**src/rtl/irq_timer_bank_pkg.sv**
```systemverilog
// Shared definitions for the interrupt timer bank: register map and CTRL bit layout.
package irq_timer_bank_pkg;

  // Per-channel register select, taken from addr[1:0]
  typedef enum logic [1:0] {
    REG_RELOAD = 2'd0,
    REG_CTRL   = 2'd1,
    REG_COUNT  = 2'd2,
    REG_PEND   = 2'd3
  } reg_sel_e;

  // CTRL register layout
  localparam int CTRL_EN    = 0;
  localparam int CTRL_PER   = 1;
  localparam int CTRL_IRQEN = 2;
  localparam int CTRL_W     = 3;

endpackage

```
**src/rtl/irq_timer_bank_channel.sv**
```systemverilog
// One timer channel: reload/ctrl/count/pending registers and the expiry logic.
// The FSM state is the EN bit itself (IDLE when clear, RUN when set).
module irq_timer_bank_channel
  import irq_timer_bank_pkg::*;
#(
  parameter int DATA_W = 16,
  parameter int CNT_W  = 16
) (
  input  logic              clk,
  input  logic              reset,
  input  logic              tick,
  input  logic              we_reload,
  input  logic              we_ctrl,
  input  logic              we_count,
  input  logic              we_pend,
  input  logic [DATA_W-1:0] wdata,
  output logic [CNT_W-1:0]  reload,
  output logic [CTRL_W-1:0] ctrl,
  output logic [CNT_W-1:0]  count,
  output logic              pend,
  output logic              irq
);

  logic [CNT_W-1:0]  reload_q, reload_d;
  logic [CTRL_W-1:0] ctrl_q, ctrl_d;
  logic [CNT_W-1:0]  count_q, count_d;
  logic              pend_q, pend_d;

  // Next-state: countdown/expiry first, then bus writes override (write wins),
  // except that an expiry always sets pending even against a w1c clear.
  always_comb begin
    reload_d = reload_q;
    ctrl_d   = ctrl_q;
    count_d  = count_q;
    pend_d   = pend_q;

    if (we_reload) reload_d = wdata[CNT_W-1:0];
    if (we_pend && wdata[0]) pend_d = 1'b0;

    if (ctrl_q[CTRL_EN] && tick && !we_count) begin
      if (count_q != '0) begin
        count_d = count_q - CNT_W'(1);
      end else begin
        pend_d = 1'b1;
        if (ctrl_q[CTRL_PER]) count_d = reload_q;
        else                  ctrl_d[CTRL_EN] = 1'b0;
      end
    end

    if (we_ctrl)  ctrl_d  = wdata[CTRL_W-1:0];
    if (we_count) count_d = wdata[CNT_W-1:0];
  end

  // Channel state registers
  always_ff @(posedge clk) begin
    if (reset) begin
      reload_q <= '0;
      ctrl_q   <= '0;
      count_q  <= '0;
      pend_q   <= 1'b0;
    end else begin
      reload_q <= reload_d;
      ctrl_q   <= ctrl_d;
      count_q  <= count_d;
      pend_q   <= pend_d;
    end
  end

  assign reload = reload_q;
  assign ctrl   = ctrl_q;
  assign count  = count_q;
  assign pend   = pend_q;
  assign irq    = pend_q & ctrl_q[CTRL_IRQEN];

endmodule

```
**src/rtl/irq_timer_bank.sv**
```systemverilog
// Multi-channel programmable interrupt timer: shared prescaler, address decode,
// per-channel timers and a combinational read mux.
module irq_timer_bank
  import irq_timer_bank_pkg::*;
#(
  parameter int N_CH      = 8,
  parameter int CNT_W     = 16,
  parameter int DATA_W    = 16,
  parameter int PRESC_DIV = 8,
  parameter int ADDR_W    = $clog2(N_CH) + 2
) (
  input  logic              clk,
  input  logic              reset,
  input  logic              we,
  input  logic [ADDR_W-1:0] addr,
  input  logic [DATA_W-1:0] wdata,
  output logic [DATA_W-1:0] rdata,
  output logic [N_CH-1:0]   irq
);

  localparam int PW   = (PRESC_DIV > 1) ? $clog2(PRESC_DIV) : 1;
  localparam int CH_W = (ADDR_W > 2) ? ADDR_W - 2 : 1;

  logic [PW-1:0]   presc_q, presc_d;
  logic            tick;
  logic [CH_W-1:0] ch_sel;
  reg_sel_e        rsel;

  logic [CNT_W-1:0]  reload_a [N_CH];
  logic [CTRL_W-1:0] ctrl_a   [N_CH];
  logic [CNT_W-1:0]  count_a  [N_CH];
  logic              pend_a   [N_CH];

  // With PRESC_DIV = 1 the counter sits at 0 and tick is constantly high.
  assign tick = (presc_q == PW'(PRESC_DIV - 1));

  // Free-running prescaler, wraps at PRESC_DIV-1
  always_comb begin
    presc_d = tick ? '0 : presc_q + PW'(1);
  end

  // Prescaler register
  always_ff @(posedge clk) begin
    if (reset) presc_q <= '0;
    else       presc_q <= presc_d;
  end

  // A single-channel bank has no channel field in the address.
  if (ADDR_W > 2) begin : g_chsel
    assign ch_sel = addr[ADDR_W-1:2];
  end else begin : g_chsel0
    assign ch_sel = '0;
  end

  assign rsel = reg_sel_e'(addr[1:0]);

  // Channel indices at or beyond N_CH match no instance, so writes there are dropped.
  for (genvar i = 0; i < N_CH; i++) begin : g_ch
    logic hit;
    assign hit = we && (ch_sel == CH_W'(i));

    irq_timer_bank_channel #(
      .DATA_W (DATA_W),
      .CNT_W  (CNT_W)
    ) u_ch (
      .clk       (clk),
      .reset     (reset),
      .tick      (tick),
      .we_reload (hit && (rsel == REG_RELOAD)),
      .we_ctrl   (hit && (rsel == REG_CTRL)),
      .we_count  (hit && (rsel == REG_COUNT)),
      .we_pend   (hit && (rsel == REG_PEND)),
      .wdata     (wdata),
      .reload    (reload_a[i]),
      .ctrl      (ctrl_a[i]),
      .count     (count_a[i]),
      .pend      (pend_a[i]),
      .irq       (irq[i])
    );
  end

  // Read mux; unmapped channels and unused bits read as zero
  always_comb begin
    rdata = '0;
    for (int i = 0; i < N_CH; i++) begin
      if (ch_sel == CH_W'(i)) begin
        case (rsel)
          REG_RELOAD: rdata = DATA_W'(reload_a[i]);
          REG_CTRL:   rdata = DATA_W'(ctrl_a[i]);
          REG_COUNT:  rdata = DATA_W'(count_a[i]);
          REG_PEND:   rdata = DATA_W'(pend_a[i]);
          default:    rdata = '0;
        endcase
      end
    end
  end

endmodule

```
**config.mk**
```make
export PLATFORM = sky130hd
export DESIGN_NAME = irq_timer_bank
export DESIGN_NICKNAME = d
export VERILOG_FILES = /design/src/rtl/irq_timer_bank_pkg.sv /design/src/rtl/irq_timer_bank_channel.sv /design/src/rtl/irq_timer_bank.sv
export SDC_FILE = /design/constraint.sdc
export NUM_CORES = 1
export LEC_CHECK = 0
export CAP_MARGIN = 10
export CORE_UTILIZATION = 65
export DETAILED_ROUTE_END_ITERATION = 6
export GPL_ROUTABILITY_DRIVEN = 0
export PLACE_DENSITY = 0.84
export SLEW_MARGIN = 20
export SYNTH_ARGS = -nofsm -noshare
export SYNTH_HDL_FRONTEND = slang
export SYNTH_SLANG_ARGS = --single-unit
export TNS_END_PERCENT = 30
```
**constraint.sdc**
```tcl
create_clock -name clk -period 7.8 [get_ports clk]
set_clock_uncertainty 0.1 [all_clocks]
set_input_delay 1.56 -clock clk [delete_from_list [all_inputs] [get_ports clk]]
set_output_delay 1.56 -clock clk [all_outputs]
set_load 0.01 [all_outputs]
```
Fig. 1: M1 wires
Bar = 50 um. Supply wires on this layer in gray.
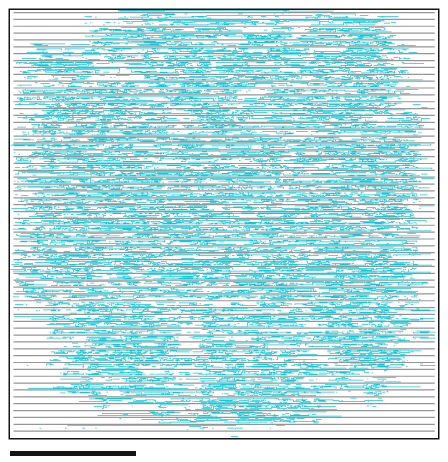
share of all routed wire: 36%
nets with wire on the layer: 2273
wire length on this layer: 24.3 mm
main direction: horizontal
longest straight run: 67.4 um

Fig. 2: M2 wires
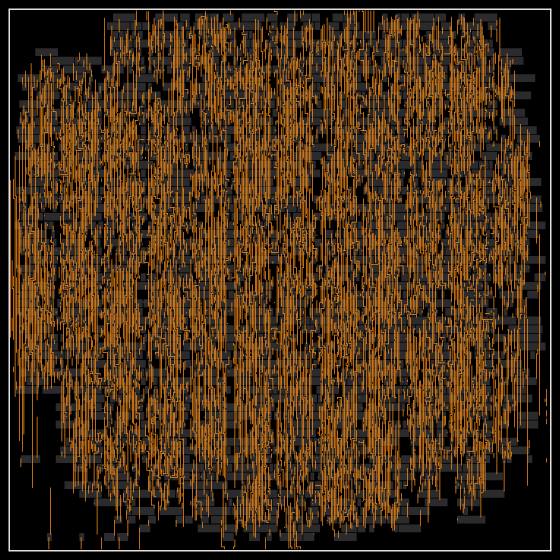
nets with wire on the layer: 1948
main direction: vertical
wire length on this layer: 27.6 mm
longest straight run: 68.5 um
share of all routed wire: 41%

==> run notes <==
Figures from the flow reports.

Logic synthesis:
- The run gives the post-synthesis async set-or-reset flop share as 0%.
- After technology mapping, the gate count stands at 2460.
- The run gives the most frequently used cell type in the post-synthesis netlist as sky130_fd_sc_hd__nand2_1.
- The run gives the number of flip-flops and latches in the synthesized netlist as 291.
- The run puts the count of instantiated cells in the yosys netlist at about 2.5k.
- The run gives the number of warnings printed during yosys synthesis as 0.
- For this run, the leading register cell type out of synthesis is sky130_fd_sc_hd__dfxtp_1.
- The run puts the mean area per synthesized cell at 7.43 sq um.
- For this run, the register share of the synthesized area comes to 31.9%.
- The run gives the share of Yosys cell area claimed by the top area cell type as 31.9%.
- The run puts the mapped cell area at 18300 sq um.
- The run gives the yosys stat chip area as 18300 sq um.
- The main area contributors are sky130_fd_sc_hd__dfxtp_1, sky130_fd_sc_hd__nand2_1, sky130_fd_sc_hd__mux2i_1.
- Counting instances in the post-synthesis netlist gives the leading cell types as sky130_fd_sc_hd__nand2_1, sky130_fd_sc_hd__dfxtp_1, sky130_fd_sc_hd__a21oi_1, sky130_fd_sc_hd__nor2_1, sky130_fd_sc_hd__o21ai_0.

Routing:
- The run gives the total length of routed wires as 66900 um.
- Per the detail_route report, DRC violations left total 1.
- After detailed routing, the number of vias per cell comes to 7.16.
- The run gives the first-pass detailed-route iteration total as 7.
- The script logs the mean routed wire length per placed instance as 24.2 um.

Clock tree:
- The clock net in this run drives a total of 291 sinks.
- TritonCTS built the clock tree.
- CTS reports a maximum clock tree buffer depth of 3.
- The run puts the insertion delay to the later sink of the worst-skew pair at between 500 and 600 ps.
- The run gives the number of buffers created by CTS as 34.
- The run puts the number of resized instances in the post-cts repair step at 0.
- The run gives the depth of the CTS H-tree as 2.
- The run puts the clock input transition at the sequential cells of the worst setup and hold paths at 60 ps.
- In this run the clock root is driven by a sky130_fd_sc_hd__clkbuf_16.
- The run gives the hold-fix buffer count after cts as 0.

Timing:
- Adding up every negative setup slack in the final design gives 0 ps.
- At the pin with the least slew margin, the transition time is 1160 ps.
- Across all checked pins, the minimum headroom to the slew limit is 22.7%.
- Setup repair after global routing left no endpoint under its margin.
- The run gives the post-layout period usage of the worst path as 84.7%.
- The run puts the upper clock frequency limit at 151 MHz.
- The run puts the shortest clock period the worst path allows after layout at roughly 6600 ps.
- The run gives the number of failing hold endpoints at the final stage as 0.

Setup path:
- The run gives the largest fanout of any net on the critical path as roughly 47.
- Measured in cells, the most critical reg-to-reg path has a length of 6.
- The run puts the setup slack on the worst flop-to-flop path at approximately 4400 ps.
- The run gives the worst endpoint required time as 6140 ps.
- The worst setup path is of the in2out kind.
- The run puts the arrival time at the worst endpoint at 4950 ps.
- Looking at the reg2reg group, the worst path starts from g_ch[3].u_ch.count[6].
- STA classifies the critical path endpoint as an output port.
- The run gives the end of the worst register-to-register path as g_ch[3].u_ch.count[10].

Layout:
- The run gives the share of layout cells above drive strength 1 as 6.17%.
- The run puts the post-route cell area at between 15000 and 20000 sq um.
- For this run, the post-layout net count is 2405.
- The run puts the layout overhead on the synthesized area at 7.79%.

Hold path:
- The run gives the number of cells traversed by the worst hold path as 1.
- Hold analysis lists the worst path endpoint as presc_q[0].
- The tightest min-delay check is of the reg2reg type.

Pwr:
- The run puts the areal power density over the cells at about 180 nW/um^2.
- The run gives the static leakage as between 7 and 8 nW.

Die:
- The run gives the area enclosed by the die boundary as 28800 sq um.
- The run puts the number of rows created at floorplan at between 60 and 70.
- about 48 I/O pins were placed.
- Per the OpenROAD floorplan log, the area of the core is 27700 sq um.

GRT:
- The run puts the remaining global-route overflow at 0.
- The run gives the number of global-route vias before repair as roughly 18k.
- The run puts the first-pass GRT wire length at 102000 um.
- The run puts the initial antenna violation count at 1.

Run:
- Warnings raised by the tools during the run amount to 34.
- The run puts the max capacitance violation total at 0.

Status:
- The flow ran to the end, but the final reports show violations.
- The final reports fail on DRC.

Placed design:
- The run puts the instance area after placement at 18600 sq um.
Fig. 3: M3 wires
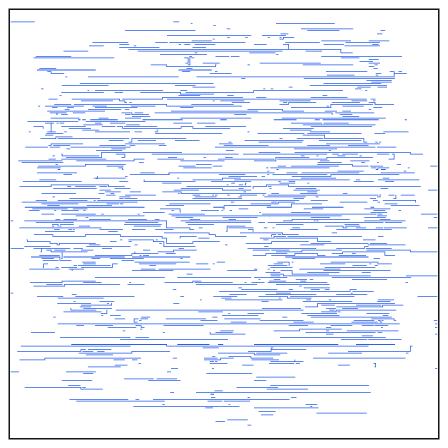
longest straight run: 135 um
nets with wire on the layer: 442
main direction: horizontal
share of all routed wire: 15%
wire length on this layer: 9730 um

-- cell type report --
| class | count | area, sq um |
|---|---|---|
| Multi-Input combinational cell | 1923 | 11500 |
| Fill cell | 2205 | 8020 |
| Sequential cell | 291 | 5830 |
| Clock buffer | 52 | 1050 |
| Timing Repair Buffer | 82 | 703 |
| Tap cell | 378 | 473 |
| Inverter | 31 | 116 |
| Clock inverter | 2 | 10.0 |
-- through the flow --
stage | setup slack (ps) | utilization [%] | hold WS (ps) | cells | power [mW]
after floorplan | 2510 | - | 304 | 2460 | 1.86
after global placement | 1450 | 67.2 | 313 | 2705 | 1.99
after detailed placement | 1390 | 67.3 | 323 | 2705 | 2.00
after CTS | 1380 | 71.1 | 332 | 2759 | 3.52
after global routing | 1040 | 71.1 | 358 | 2759 | 3.62
final | 1190 | 71.1 | 332 | 2759 | 3.55
-- report_power, final --
part,switching [mW],total (mW),internal [mW],leakage [nW]
logic,0.324,0.475,0.151,4.30
clock network,0.632,1.55,0.921,0.524
registers,0.0184,1.52,1.50,2.35
total,0.974,3.55,2.57,7.17
-- flip-flops by register name (all words and copies together), names as in the netlist --
register and count:
g_ch.u_ch.count 128, presc_q 3, g_ch.u_ch.reload 128, g_ch.u_ch.ctrl 24, g_ch.u_ch.pend 8
-- worst max-delay path by stage --
stage	endpoint	startpoint
after CTS	rdata[2]	addr[0]
after global routing	rdata[2]	addr[0]
after floorplan	rdata[9]	addr[0]
final	rdata[2]	addr[0]
after global placement	rdata[1]	addr[0]
after detailed placement	rdata[2]	addr[0]
-- worst max-delay path, cell delays in order --
cell and delay, ps:
sky130_fd_sc_hd__buf_2 610, sky130_fd_sc_hd__nand2b_1 660, sky130_fd_sc_hd__o221ai_1 390, sky130_fd_sc_hd__o21ai_0 130
sky130_fd_sc_hd__o21ai_0 180, sky130_fd_sc_hd__nor2_1 50, sky130_fd_sc_hd__a311oi_1 670, sky130_fd_sc_hd__clkdlybuf4s50_1 670
-- cells in the final DEF (no fill, tap or decap), drive strengths merged, types with 38 or more instances in the layout --
cell / n
a21oi: 268
nand3: 61
clkdlybuf4s50: 38
nor3: 63
clkbuf: 53
buf: 43
dfxtp: 291
nand2: 391
nor2: 195
o21ai: 189
mux2i: 143
-- metal layers --
| metal | up-vias | share of wire (%) | global-route usage [%] | wire length [um] |
|---|---|---|---|---|
| met2 | 1577 | 41 | 67.1 | 27600 |
| li1 | 8683 | - | - | - |
| met5 | - | 0 | 0 | 0 |
| met3 | 395 | 15 | 13.0 | 9730 |
| met1 | 9100 | 36 | 58.0 | 24300 |
| met4 | 0 | 7.9 | 29.1 | 5260 |
-- kinds of logic (layout without fill, tap and decap cells) --
family	after synthesis	after routing	share of synthesized area, %
compound gates	729	729	24.1
xor+xnor	69	69	3.31
fa+ha+maj	18	18	1.23
buf+inv	246	167	5.31
flops	291	291	31.9
mux	170	170	10.1
simple gates	937	937	24.1
Power and IR drop assume default switching activity.
